File: src/rtl/decode_pkg.sv
// decode_pkg: opcodes, instruction type enum and decoded payload shared by the decode stage (DECODE_STAGE_ILLEGAL_EN adds the illegal flag)
package decode_pkg;
  localparam logic [6:0] OPC_LOAD      = 7'b0000011;
  localparam logic [6:0] OPC_OP_IMM    = 7'b0010011;
  localparam logic [6:0] OPC_AUIPC     = 7'b0010111;
  localparam logic [6:0] OPC_OP_IMM_32 = 7'b0011011;
  localparam logic [6:0] OPC_STORE     = 7'b0100011;
  localparam logic [6:0] OPC_OP        = 7'b0110011;
  localparam logic [6:0] OPC_LUI       = 7'b0110111;
  localparam logic [6:0] OPC_OP_32     = 7'b0111011;
  localparam logic [6:0] OPC_BRANCH    = 7'b1100011;
  localparam logic [6:0] OPC_JALR      = 7'b1100111;
  localparam logic [6:0] OPC_JAL       = 7'b1101111;
  localparam logic [6:0] OPC_SYSTEM    = 7'b1110011;
  typedef enum logic [2:0] {T_R, T_I, T_S, T_B, T_U, T_J, T_N} inst_type_t;
  typedef struct packed {
    logic [63:0] pc;
    inst_type_t  typ;
    logic        wen;
    logic        en_imm;
    logic [63:0] imm;
    logic [4:0]  rs1;
    logic [4:0]  rs2;
    logic [4:0]  rd;
`ifdef DECODE_STAGE_ILLEGAL_EN
    logic        illegal;
`endif
  } payload_t;
endpackage

File: src/rtl/decode_core.sv
// decode_core: combinational RV instruction decode into the payload struct (DECODE_STAGE_ILLEGAL_EN adds illegal detection)
module decode_core
  import decode_pkg::*;
#(
  parameter int XLEN = 64
`ifdef DECODE_STAGE_ILLEGAL_EN
  , parameter int REG_AW = 5
`endif
) (
  input  logic [31:0]     inst,
  input  logic [XLEN-1:0] pc,
  output payload_t        p
);
  logic [6:0] op;
  logic [51:0] sx;
  inst_type_t t;
  assign op = inst[6:0];
  assign sx = {52{inst[31]}};
  assign t = (op == OPC_OP || op == OPC_OP_32) ? T_R :
             (op == OPC_OP_IMM || op == OPC_OP_IMM_32 || op == OPC_LOAD || op == OPC_JALR || op == OPC_SYSTEM) ? T_I :
             (op == OPC_STORE) ? T_S :
             (op == OPC_BRANCH) ? T_B :
             (op == OPC_LUI || op == OPC_AUIPC) ? T_U :
             (op == OPC_JAL) ? T_J : T_N;
  // Assemble payload: immediates are sign-extended from inst[31] to 64 bits, truncated later to XLEN
  always_comb begin
    p = '0;
    p.pc = 64'(pc);
    p.typ = t;
    p.rs1 = inst[19:15];
    p.rs2 = inst[24:20];
    p.rd = inst[11:7];
    p.en_imm = t != T_R && t != T_N;
    p.imm = t == T_I ? {sx, inst[31:20]} :
            t == T_S ? {sx, inst[31:25], inst[11:7]} :
            t == T_B ? {sx[50:0], inst[31], inst[7], inst[30:25], inst[11:8], 1'b0} :
            t == T_U ? {sx[31:0], inst[31:12], 12'h000} :
            t == T_J ? {sx[42:0], inst[31], inst[19:12], inst[20], inst[30:21], 1'b0} : 64'h0;
    p.wen = (t == T_R || t == T_I || t == T_U || t == T_J) && inst[11:7] != 5'd0;
`ifdef DECODE_STAGE_ILLEGAL_EN
    p.illegal = t == T_N || inst[1:0] != 2'b11 ||
                (REG_AW == 4 && ((p.wen && inst[11]) ||
                                 ((t == T_R || t == T_I || t == T_S || t == T_B) && inst[19]) ||
                                 ((t == T_R || t == T_S || t == T_B) && inst[24])));
    p.wen = p.wen && !p.illegal;
`endif
  end
endmodule

File: src/rtl/decode_stage.sv
// decode_stage: decode pipeline stage with output register and one-entry skid buffer (DECODE_STAGE_ILLEGAL_EN adds out_illegal)
module decode_stage
  import decode_pkg::*;
#(
  parameter int XLEN   = 64,
  parameter int REG_AW = 5
) (
  input  logic              clk,
  input  logic              rst,
  input  logic              in_valid,
  output logic              in_ready,
  input  logic [31:0]       in_inst,
  input  logic [XLEN-1:0]   in_pc,
  input  logic              flush,
  output logic              out_valid,
  input  logic              out_ready,
  output logic [XLEN-1:0]   out_pc,
  output logic [2:0]        out_type,
  output logic              out_wen,
  output logic              out_en_imm,
  output logic [XLEN-1:0]   out_imm,
  output logic [REG_AW-1:0] out_raddr1,
  output logic [REG_AW-1:0] out_raddr2,
  output logic [REG_AW-1:0] out_waddr
`ifdef DECODE_STAGE_ILLEGAL_EN
  , output logic            out_illegal
`endif
);
  typedef enum logic [1:0] {EMPTY, ONE, TWO} state_t;
  state_t state, nxt;
  payload_t d, out_q, skid_q;
  logic acc, drn;
  decode_core #(
    .XLEN(XLEN)
`ifdef DECODE_STAGE_ILLEGAL_EN
    , .REG_AW(REG_AW)
`endif
  ) u_core (.inst(in_inst), .pc(in_pc), .p(d));
  assign acc = in_valid && in_ready;
  assign drn = out_valid && out_ready;
  assign out_valid = state != EMPTY;
  assign nxt = flush ? EMPTY :
               state == EMPTY ? (acc ? ONE : EMPTY) :
               state == ONE ? ((acc && !drn) ? TWO : (!acc && drn) ? EMPTY : ONE) :
               (drn ? ONE : TWO);
  // State, registered ready and payload; the skid entry always drains into the output register
  always_ff @(posedge clk or negedge rst) begin
    if (!rst) begin
      state <= EMPTY;
      in_ready <= 1'b0;
      out_q <= '0;
      skid_q <= '0;
    end else begin
      state <= nxt;
      in_ready <= nxt != TWO;
      if (!flush && (state == TWO ? drn : acc && (state == EMPTY || drn))) out_q <= state == TWO ? skid_q : d;
      if (!flush && state == ONE && acc && !drn) skid_q <= d;
    end
  end
  assign out_pc = out_q.pc[XLEN-1:0];
  assign out_type = out_q.typ;
  assign out_wen = out_q.wen;
  assign out_en_imm = out_q.en_imm;
  assign out_imm = out_q.imm[XLEN-1:0];
  assign out_raddr1 = out_q.rs1[REG_AW-1:0];
  assign out_raddr2 = out_q.rs2[REG_AW-1:0];
  assign out_waddr = out_q.rd[REG_AW-1:0];
`ifdef DECODE_STAGE_ILLEGAL_EN
  assign out_illegal = out_q.illegal;
`endif
endmodule

File: config.mk
export PLATFORM = sky130hd
export DESIGN_NAME = decode_stage
export DESIGN_NICKNAME = d
export VERILOG_FILES = /design/src/rtl/decode_pkg.sv /design/src/rtl/decode_core.sv /design/src/rtl/decode_stage.sv
export SDC_FILE = /design/constraint.sdc
export NUM_CORES = 1
export LEC_CHECK = 0
export CAP_MARGIN = 20
export CORE_MARGIN = 1.5
export CORE_UTILIZATION = 50
export DETAILED_ROUTE_END_ITERATION = 16
export MAX_ROUTING_LAYER = met4
export PLACE_DENSITY = 0.79
export RECOVER_POWER = 25
export SYNTH_ARGS = -nofsm -noshare
export SYNTH_HDL_FRONTEND = slang
export SYNTH_HIERARCHICAL = 1
export SYNTH_SLANG_ARGS = --single-unit
File: constraint.sdc
create_clock -name clk -period 1.7 [get_ports clk]
set_input_delay 0.255 -clock clk [delete_from_list [all_inputs] [get_ports clk]]
set_output_delay 0.255 -clock clk [all_outputs]
set_load 0.005 [all_outputs]
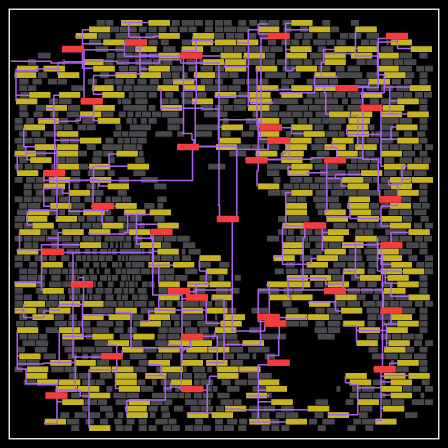
(images/clock_map.png)
legend:
  clock wires:
    color: purple
    length: 3890 um
  cells driving clock nets:
    color: red
    count: 34
  flip-flops:
    color: yellow
    count: 299
routed clock nets: 35
flops lie: all over the die
clock tree skew after final layout: 9.57 ps
clock share of power: 0.344
reported clock group power: 7.59 mW

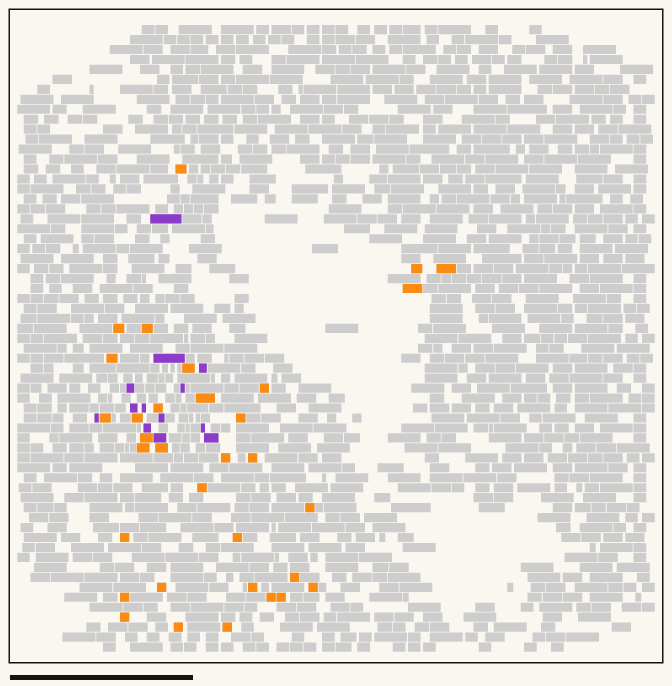
(images/gate_families.png)
Scale bar: 50 um.
legend:
  AND-OR and OR-AND gates:
    color: orange
    cells: 33
  NOR gates:
    color: purple
    cells: 13
    where: west
most frequent logic cell in the layout: sky130_fd_sc_hd__dfrtp_1
non-filler instance count after layout: 1690
fraction of area in multi-input gates: 0.335

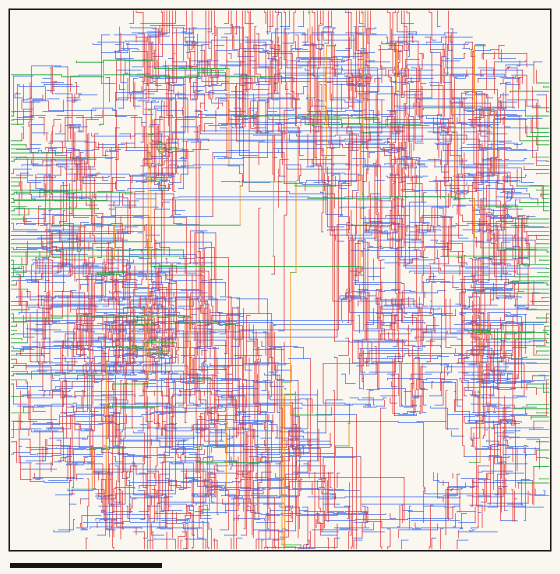
(images/metal_stack.png)
Scale bar: 50 um.
legend:
  met3:
    color: green
    wire_length: 2260 um
  met4:
    color: orange
    wire_length: 1020 um
  met1:
    color: blue
    wire_length: 16200 um
  met2:
    color: red
    wire_length: 18500 um
final wirelength: 38000 um
total track usage: 0.219
average wire per standard cell: 22.5 um

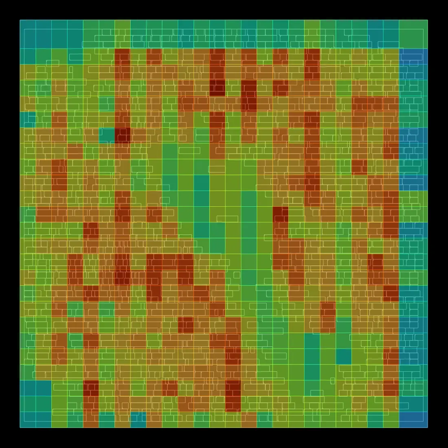
(images/final_congestion.png)
met3 capacity usage during global routing: 0.0460
busiest layer in global routing: met2
Global Route met1 Usage: 0.281
met2 routing resource usage after global routing: 0.352
utilization of the core after routing: 0.684

==> out/metrics.yaml <==
sta:
  max_freq_mhz: 519
  timing.max_slew.rel_slack: 0.199
  final_slew_violations: 0
  worstMarginPinSlew_ps: 1200
  period_minus_slack_ps: 1930
  rsz0062_at_grt: "true"
  layout_setup_ws_ps: -225
  finalSetupViolCount: 281
global_routing:
  grt_remaining_overflow: 0
  grt_max_degree: 73
run_status:
  result_of_the_run: "finished, violations left"
  failed_checks: "negative setup slack"
clock_tree:
  clkSlewWorstSetupHoldPaths_ps: 60
  cts.htree.levels: 2
  number_of_gates_given_a_new_drive_strength_after_cts: 56
  cts.sink_count: 299
min_path:
  min_delay_path_depth: 2
  hold_start: "in_pc[30]"
  hold_class: "in2reg"
  worst_hold_path.endpoint: "skid_q[114]"
pwr:
  max-vdd-ir-drop_mv: 0.728
  combPwrFrac: 0.231
  power.total_mw: 22.1
  seq-power_mw: 9.40
yosys:
  syn_inst: 1014
  largest_area_cell: "sky130_fd_sc_hd__dfrtp_1"
  yosys.area_share.xor_xnor: 0.000572
  nets_in_the_synthesized_netlist: 1116
  yosysWarningCount: 6
  synth-edff-count: 0
  postSynth.asyncResetShare: 1.00
critical_path:
  worst_r2r_endpoint: "out_pc[5]"
  timing.critical_path.cells: "buf_6 -> and2b_4 -> buf_12 -> buf_16 -> mux2_4 -> mux2_4"
  critical_path_depth: 6
  crit_path_start: "state[0]"
  critical_path.most_common_cell: "sky130_fd_sc_hd__mux2_4"
  critical_path.endpoint: "out_pc[5]"
layout:
  fill_cells: 1967
  area_delta_synth_final_pct: 33.4
  n_antenna_cell: 0
  area.share.sequential: 0.366
  mostFrequentLayoutCells: "sky130_fd_sc_hd__dfrtp_1 (297), sky130_fd_sc_hd__mux2_4 (264), sky130_fd_sc_hd__clkdlybuf4s50_1 (217)"
  nFlopsAndLatches: 299
detailed_routing:
  drcViolationCount: 0
  firstDrtPassIters: 5
place:
  pre_cts_slack_ps: -786
  dpl.hpwl_um: 21600
  dpl_cell_area_mm2: 0.0180
floorplanning:
  floorplan.core_util: 0.513
  std_cell_rows: 63
  die.size.y_um: 178
No activity file was given, so power comes from the tool's default toggle rates.
